===== src/rtl/musa_pkg.sv =====
// Shared MUSA core definitions.
// Holds the ALU flag codes (used by both the ALU producer and the
// flag/branch consumer), the BRFL opcode and the flag/branch FSM states.
package musa_pkg;

  // 3-bit ALU flag codes; 110 and 111 are reserved.
  localparam logic [2:0] FLAG_NONE      = 3'b000;
  localparam logic [2:0] FLAG_EQUAL     = 3'b001;
  localparam logic [2:0] FLAG_EXCEPTION = 3'b010;
  localparam logic [2:0] FLAG_OVERFLOW  = 3'b011;
  localparam logic [2:0] FLAG_UNDERFLOW = 3'b100;
  localparam logic [2:0] FLAG_ABOVE     = 3'b101;

  // Branch-on-flag opcode as seen by decode.
  localparam logic [5:0] OP_BRFL = 6'h2a;

  typedef enum logic [1:0] {
    ST_IDLE      = 2'd0,
    ST_WAIT_FLAG = 2'd1,
    ST_RESOLVE   = 2'd2,
    ST_FLUSH     = 2'd3
  } fbu_state_e;

endpackage


===== src/rtl/branch_target_adder.sv =====
// Combinational branch target: pc + 4 + (sign_extend(offset) << 2).
// Wraps modulo 2^ADDR_W. Shared with the fetch stage.
// Ports:
//   pc     - PC of the branch instruction
//   offset - signed word offset
//   target - redirect address
// Assumes ADDR_W > OFF_W.
module branch_target_adder #(
  parameter int ADDR_W = 32,
  parameter int OFF_W  = 16
) (
  input  logic [ADDR_W-1:0] pc,
  input  logic [OFF_W-1:0]  offset,
  output logic [ADDR_W-1:0] target
);

  logic [ADDR_W-1:0] off_ext;

  assign off_ext = {{(ADDR_W-OFF_W){offset[OFF_W-1]}}, offset};
  assign target  = pc + ADDR_W'(4) + (off_ext << 2);

endmodule


===== src/rtl/flag_branch_unit.sv =====
// Flag register + BRFL branch resolver at the consumer end of the EX-stage
// ALU flag interface.
// Ports:
//   clk, reset            - clock, synchronous active-high reset
//   flag_we, flag_in      - ALU flag write
//   flag_busy             - flag producer in flight ahead of the branch
//   exc_clear             - clears exc_sticky
//   br_valid/br_ready     - BRFL request handshake (cond, pc, offset)
//   res_valid/taken/target- registered resolution (valid is a 1-cycle pulse)
//   flush                 - fetch/decode squash, FLUSH_CYCLES long on taken
//   flag_q, exc_sticky    - architectural flag state
module flag_branch_unit
  import musa_pkg::*;
#(
  parameter int ADDR_W       = 32,
  parameter int OFF_W        = 16,
  parameter int FLUSH_CYCLES = 2
) (
  input  logic              clk,
  input  logic              reset,
  input  logic              flag_we,
  input  logic [2:0]        flag_in,
  input  logic              flag_busy,
  input  logic              exc_clear,
  input  logic              br_valid,
  output logic              br_ready,
  input  logic [2:0]        br_cond,
  input  logic [ADDR_W-1:0] br_pc,
  input  logic [OFF_W-1:0]  br_offset,
  output logic              res_valid,
  output logic              res_taken,
  output logic [ADDR_W-1:0] res_target,
  output logic              flush,
  output logic [2:0]        flag_q,
  output logic              exc_sticky
);

  localparam int CNT_W = (FLUSH_CYCLES > 1) ? $clog2(FLUSH_CYCLES) : 1;

  fbu_state_e        state, state_n;
  logic [2:0]        cond_q;
  logic [ADDR_W-1:0] pc_q;
  logic [OFF_W-1:0]  off_q;
  logic [CNT_W-1:0]  flush_cnt;
  logic              xfer;
  logic              taken;
  logic [OFF_W-1:0]  off_sel;
  logic [ADDR_W-1:0] tgt;

  assign br_ready = (state == ST_IDLE);
  assign xfer     = br_valid && br_ready;
  // Reserved codes 110/111 can sit in flag_q but an in-range cond never equals them.
  assign taken    = (cond_q == flag_q);
  // Not-taken redirect is pc + 4: feed a zero offset through the same adder.
  assign off_sel  = taken ? off_q : '0;

  branch_target_adder #(.ADDR_W(ADDR_W), .OFF_W(OFF_W)) u_tgt (
    .pc     (pc_q),
    .offset (off_sel),
    .target (tgt)
  );

  always_comb begin
    state_n = state;
    case (state)
      ST_IDLE:      if (xfer) state_n = (flag_busy || flag_we) ? ST_WAIT_FLAG : ST_RESOLVE;
      ST_WAIT_FLAG: if (!flag_busy && !flag_we) state_n = ST_RESOLVE;
      ST_RESOLVE:   state_n = taken ? ST_FLUSH : ST_IDLE;
      ST_FLUSH:     if (flush_cnt == '0) state_n = ST_IDLE;
      default:      state_n = ST_IDLE;
    endcase
  end

  always_ff @(posedge clk) begin
    if (reset) begin
      state      <= ST_IDLE;
      flag_q     <= FLAG_NONE;
      exc_sticky <= 1'b0;
      res_valid  <= 1'b0;
      res_taken  <= 1'b0;
      res_target <= '0;
      flush      <= 1'b0;
      flush_cnt  <= '0;
      cond_q     <= '0;
      pc_q       <= '0;
      off_q      <= '0;
    end else begin
      state     <= state_n;
      res_valid <= (state == ST_RESOLVE);
      // flush tracks the FLUSH state, so it rises together with res_valid.
      flush     <= (state_n == ST_FLUSH);

      if (flag_we) flag_q <= flag_in;

      // Set beats clear.
      if (flag_we && flag_in == FLAG_EXCEPTION) exc_sticky <= 1'b1;
      else if (exc_clear)                       exc_sticky <= 1'b0;

      if (xfer) begin
        cond_q <= br_cond;
        pc_q   <= br_pc;
        off_q  <= br_offset;
      end

      if (state == ST_RESOLVE) begin
        res_taken  <= taken;
        res_target <= tgt;
        flush_cnt  <= CNT_W'(FLUSH_CYCLES - 1);
      end else if (state == ST_FLUSH && flush_cnt != '0) begin
        flush_cnt  <= flush_cnt - 1'b1;
      end
    end
  end

endmodule


===== config.mk =====
export PLATFORM = sky130hd
export DESIGN_NAME = flag_branch_unit
export DESIGN_NICKNAME = d
export VERILOG_FILES = /design/src/rtl/musa_pkg.sv /design/src/rtl/branch_target_adder.sv /design/src/rtl/flag_branch_unit.sv
export SDC_FILE = /design/constraint.sdc
export NUM_CORES = 1
export LEC_CHECK = 0
export CAP_MARGIN = 20
export CORE_MARGIN = 5
export CORE_UTILIZATION = 53
export CTS_BUF_LIST = sky130_fd_sc_hd__clkbuf_16
export DETAILED_ROUTE_END_ITERATION = 12
export HOLD_SLACK_MARGIN = 0.06
export PLACE_DENSITY = 0.81
export SLEW_MARGIN = 20
export SYNTH_ARGS = -nofsm -noshare
export SYNTH_HDL_FRONTEND = slang
export SYNTH_SLANG_ARGS = --single-unit
export TNS_END_PERCENT = 1

===== constraint.sdc =====
create_clock -name clk -period 5.05 [get_ports clk]
set_clock_uncertainty 0.1 [all_clocks]
set_input_delay 0.7575 -clock clk [delete_from_list [all_inputs] [get_ports clk]]
set_output_delay 0.7575 -clock clk [all_outputs]
set_load 0.02 [all_outputs]

met1.png
(3 px per um) Supply wires on this layer in gray.
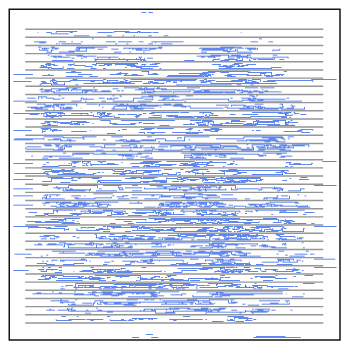
main direction: horizontal
longest straight run: 29.9 um
nets with wire on the layer: 799
vias post-DR: 4890
drt total wl: 13.5 mm
met1 Track Usage GR: 33.4%

met2.png
(2 px per um) Cells faint in the background.
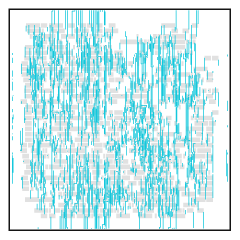
main direction: vertical
nets with wire on the layer: 706
longest straight run: 41.1 um
share of all routed wire: 45%
wire length on this layer: 6130 um
met2 GRT Util: 35.9%

==> results_slide.txt <==
Run Summary

Yosys
  • Synth cell count leaders: nand2_1, a21oi_1, dfxtp_1, ha_1, clkbuf_1
  • Post-synthesis chip area from yosys: 5270 um2
  • Ys cells: 682
  • Logic family by area: simple AND/OR/NAND/NOR gates
  • Post-synth EDFFs: 0

Final timing
  • Highest Clock Rate: 258 MHz
  • Crit share post-route: around 77%
  • Final WS setup: 1.17 ns
  • Setup Total Neg Slack: 0 ns
  • Unrepaired setup endpoints after global routing: no
  • Max Slew Vio Count: 0

Route
  • DRT iter0 DRCs: 246
  • Post-route ant nets: 0
  • # DRC: 0
  • Top Layer Used: met4

Place
  • Placed cells: 880
  • Final HPWL DP: 10.2 mm

Cells and area
  • Logic gate fraction of the total cell area: 49.0%
  • Inverters: 7
  • Signal buffers: around 100

Global route
  • Number of global-route vias before repair: around 4600
  • Total GRT Usage: 23.6%

Floorplan
  • Die span in x: 110 um
  • Core outline area: between 9000 and 10000 um2

Critical path
  • Max incr delay on CP: around 0.47 ns
  • Crit. path cell count: 13
  • CP top delay family: simple AND/OR/NAND/NOR gates
  • Worst Setup EP: res_target[26]$_SDFFE_PP0P_
  • CP Cell Sequence: xor2_1, nor3_2, buf_4, nand2_1, xnor2_1, ha_1, a21oi_2, o211ai_1, a31oi_1, or3_1, a21oi_2, or4_1, a32o_1
  • Worst R2R Setup Slack: about 1.2 ns
  • Terminus of the critical flop-to-flop path: res_target[26]$_SDFFE_PP0P_

Hold path
  • Hold path start: off_q[3]$_SDFFE_PP0P_

Power
  • Combinational Power Share: 18.9%
  • Leakage: 2.75 nW
  • Pwr dens: approximately 270 nW/um2
  • Sequential power share: a little over two fifths

Clock tree
  • Post-CTS Resized: 0

Run status
  • Status: complete, no violations
No activity file was given, so power comes from the tool's default toggle rates.
